Design program_loader_flat, sky130hd; sources not shown.
Run 1, placed cells, one color a class:
Scale bar: 20 um.
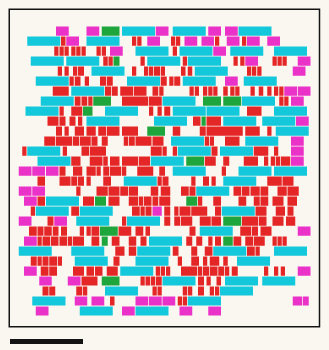
[magenta] remaining buffers and delay cells | cells: 51 | share of their area: 12%
[green] clock drivers and dummy loads | cells: 16 | share of their area: 4.0%
[cyan] sequential cells | cells: 72 | share of their area: 42%
[red] combinational and other logic | cells: 305 | share of their area: 42%
core area: 0.006277 mm2
fin area: 0.004337 mm2
num rows: 29
fin util: 69.09%
Seq area share: 41.55%

Run 1, I/O nets highlighted:
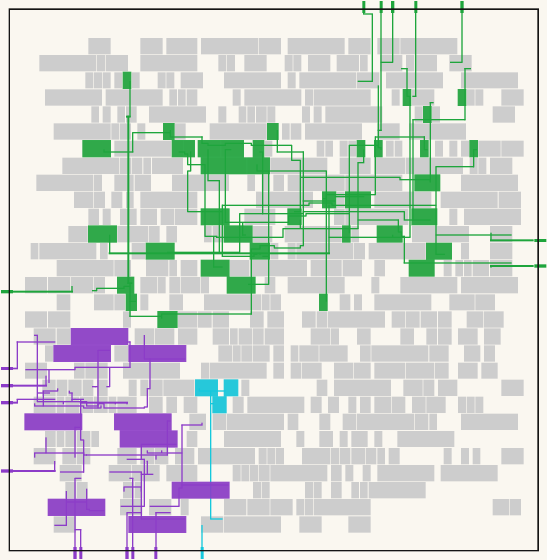
[green] bus_in_data | bits: 8 | direction: input | edge: 5 north, 2 east, 1 west | end cells: 38 | wire: 838 um
[purple] words_loaded | bits: 9 | direction: output | edge: 5 south, 4 west | end cells: 9 | wire: 348 um
[cyan] bus_in_valid | bits: 1 | direction: input | edge: south | end cells: 3 | wire: 30.8 um
Port-buffer cells: 49
# IOs: 50

Run 1, signal metal coverage by tile:
Scale bar: 20 um. 17 x 17 tiles, from dark purple (low) to yellow (high), scaled to the fullest tile. Values are wire area over tile area, all layers added.
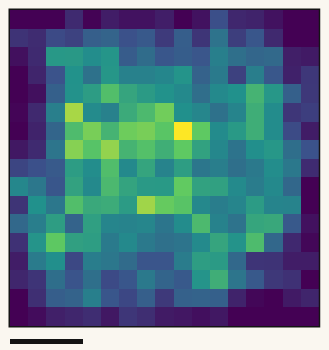
nearly empty tiles: 9.0%
fullest tile: 0.52
emptiest ninth of the die: south-east
densest ninth of the die: center
Vias: 3016
total track usage: 24.16%
detail-routed net length per standard cell: 15.79 um

Run 1, routing congestion:
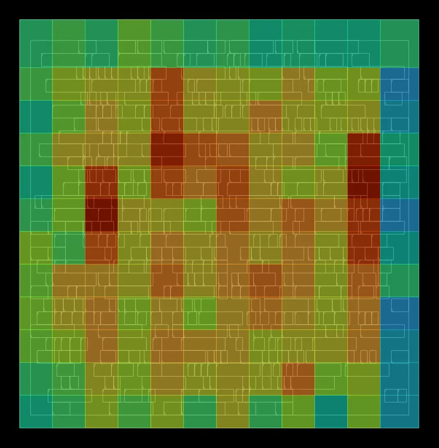
GRT met1 Usage: 34.50%
GRT Max-Usage Layer: met2
M2 GR Usage: 37.24%

==> results.yml, run 1 <==
# flow metrics
run_status:
  status: "finished clean"
yosys:
  ys_chip_area_mm2: 0.003646
  syn_area_mm2: 0.003646
  netlist.area_leader.share_pct: 49.42
  ys_seq_share_pct: 49.42
  synth_nets: 420
  muxShareOfSynthArea_pct: 2.128
  synth_cell_types: 53
  ys_ff: 72
  ys_sh_xor_pct: 4.118
  synthCells: 397
final_timing:
  hold_viol: 0
  setup_ws_ns: 2.634
  tns_ns: 0
  period_minus_slack_ns: 3.366
global_route:
  grt_pass1_vias: 2892
  grt_pass1_wl_mm: 13.91
  grt_max_degree: 73
finish:
  n_all_buffers: 51
  nMultiInputCombCells: 295
  area_growth_pct: 18.94
  area_share_nonclk_buffers_pct: 11.54
power:
  p_int_mw: 0.6527
  clock_power_share_pct: 39.1
  switching_share_pct: 25.32
  ir_worst_vdd_uv: 180.5
  comb_power_mw: 0.0446
clock_network:
  clk_pin_slew_ns: 0.08
  htreeDepth: 3
  cts.repair.resized: 0
  clock_latency_ns: 0.35
routing:
  wl_met1_mm: 3.841
  wl_met2_mm: 3.861
  initialDrtViolationCount: 215
setup_path:
  crit_slowest_cell: "and3_1"
  cp_max_fo: 16
  worstPathArrival_ns: 3.60
place:
  gp_congestion: 0.8280
==> inputs of run 2 (changes only) <==
--- a/config.mk
+++ b/config.mk
@@ -6,10 +6,10 @@
 export NUM_CORES = 1
 export LEC_CHECK = 0
 export CAP_MARGIN = 20
-export CORE_AREA = 2 2 82 84
+export CORE_AREA = 2 2 85 87
 export DETAILED_ROUTE_END_ITERATION = 10
-export DIE_AREA = 0 0 84 86
-export PLACE_DENSITY = 0.79
+export DIE_AREA = 0 0 87 89
+export PLACE_DENSITY = 0.74
 export SLEW_MARGIN = 20
 export SYNTH_ARGS = -nofsm -noshare
 export SYNTH_HDL_FRONTEND = slang
==> constraint.sdc (replaced) <==
create_clock -name clock -period 3.4 [get_ports clock]
set_input_delay 0.68 -clock clock [delete_from_list [all_inputs] [get_ports clock]]
set_output_delay 0.68 -clock clock [all_outputs]
set_load 0.01 [all_outputs]
==> results.yml, run 2 <==
# flow metrics
power:
  ir_worst_vdd_uv: 253.7
  switching_share_pct: 21.69
  p_int_mw: 1.374
  clock_power_share_pct: 46.1
  comb_power_mw: 0.0847
yosys:
  synth_cell_types: 53
  synth_nets: 420
  synthCells: 397
  muxShareOfSynthArea_pct: 2.128
  netlist.area_leader.share_pct: 49.42
  ys_sh_xor_pct: 4.118
  ys_seq_share_pct: 49.42
  ys_chip_area_mm2: 0.003646
final_timing:
  period_minus_slack_ns: 2.568
  setup_ws_ns: 0.8318
  hold_viol: 0
place:
  port_buffers: 49
  gp_congestion: 0.8027
die:
  core_area_mm2: 0.006719
  ios: 50
clock_network:
  cts.repair.resized: 0
  htreeDepth: 3
  clock_latency_ns: 0.35
  clk_pin_slew_ns: 0.08
routing:
  initialDrtViolationCount: 122
  wl_met1_mm: 3.868
setup_path:
  crit_slowest_cell: "clkdlybuf4s50_1"
  worstPathArrival_ns: 1.89
  cp_max_fo: 9
run_status:
  status: "finished clean"
finish:
  n_all_buffers: 58
Run 2, routing congestion:
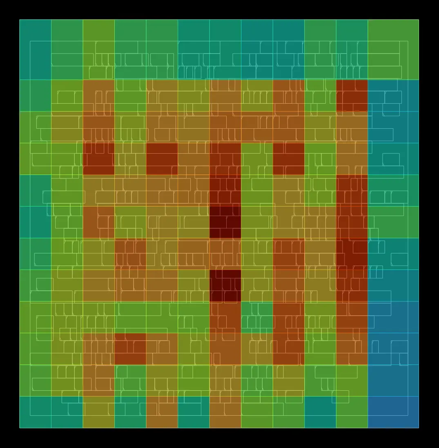
fin util: 66.52%
detail-routed net length per standard cell: 16.16 um
GRT met1 Usage: 31.47%

Run 2, signal metal coverage by tile:
Scale bar: 20 um. 17 x 18 tiles, from dark purple (low) to yellow (high), scaled to the fullest tile. Values are wire area over tile area, all layers added.
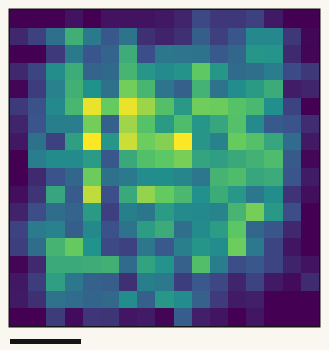
tiles over half the peak: 30%
emptiest ninth of the die: south-east
mean over tiles: 0.17
densest ninth of the die: center
fullest tile: 0.47
nearly empty tiles: 9.5%
total track usage: 23.76%
final wirelength: 8.563 mm
Vias: 3073

Run 2, I/O nets highlighted:
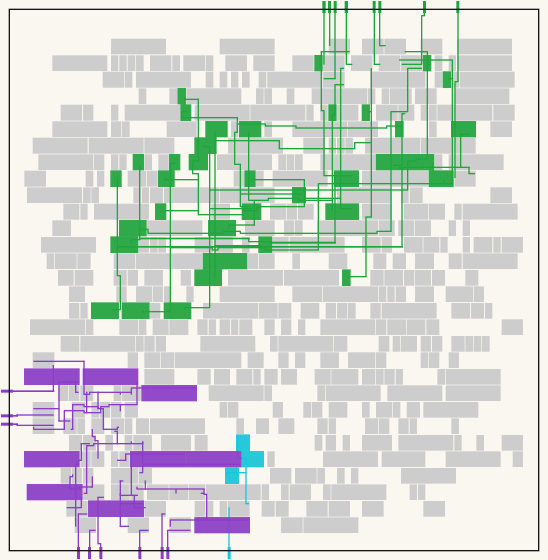
[purple] words_loaded | bits: 9 | direction: output | edge: 6 south, 3 west | end cells: 9 | wire: 313 um
[green] bus_in_data | bits: 8 | direction: input | edge: north | end cells: 38 | wire: 912 um
[cyan] bus_in_valid | bits: 1 | direction: input | edge: south | end cells: 3 | wire: 22.2 um

Power is estimated from default activity; no workload was simulated.
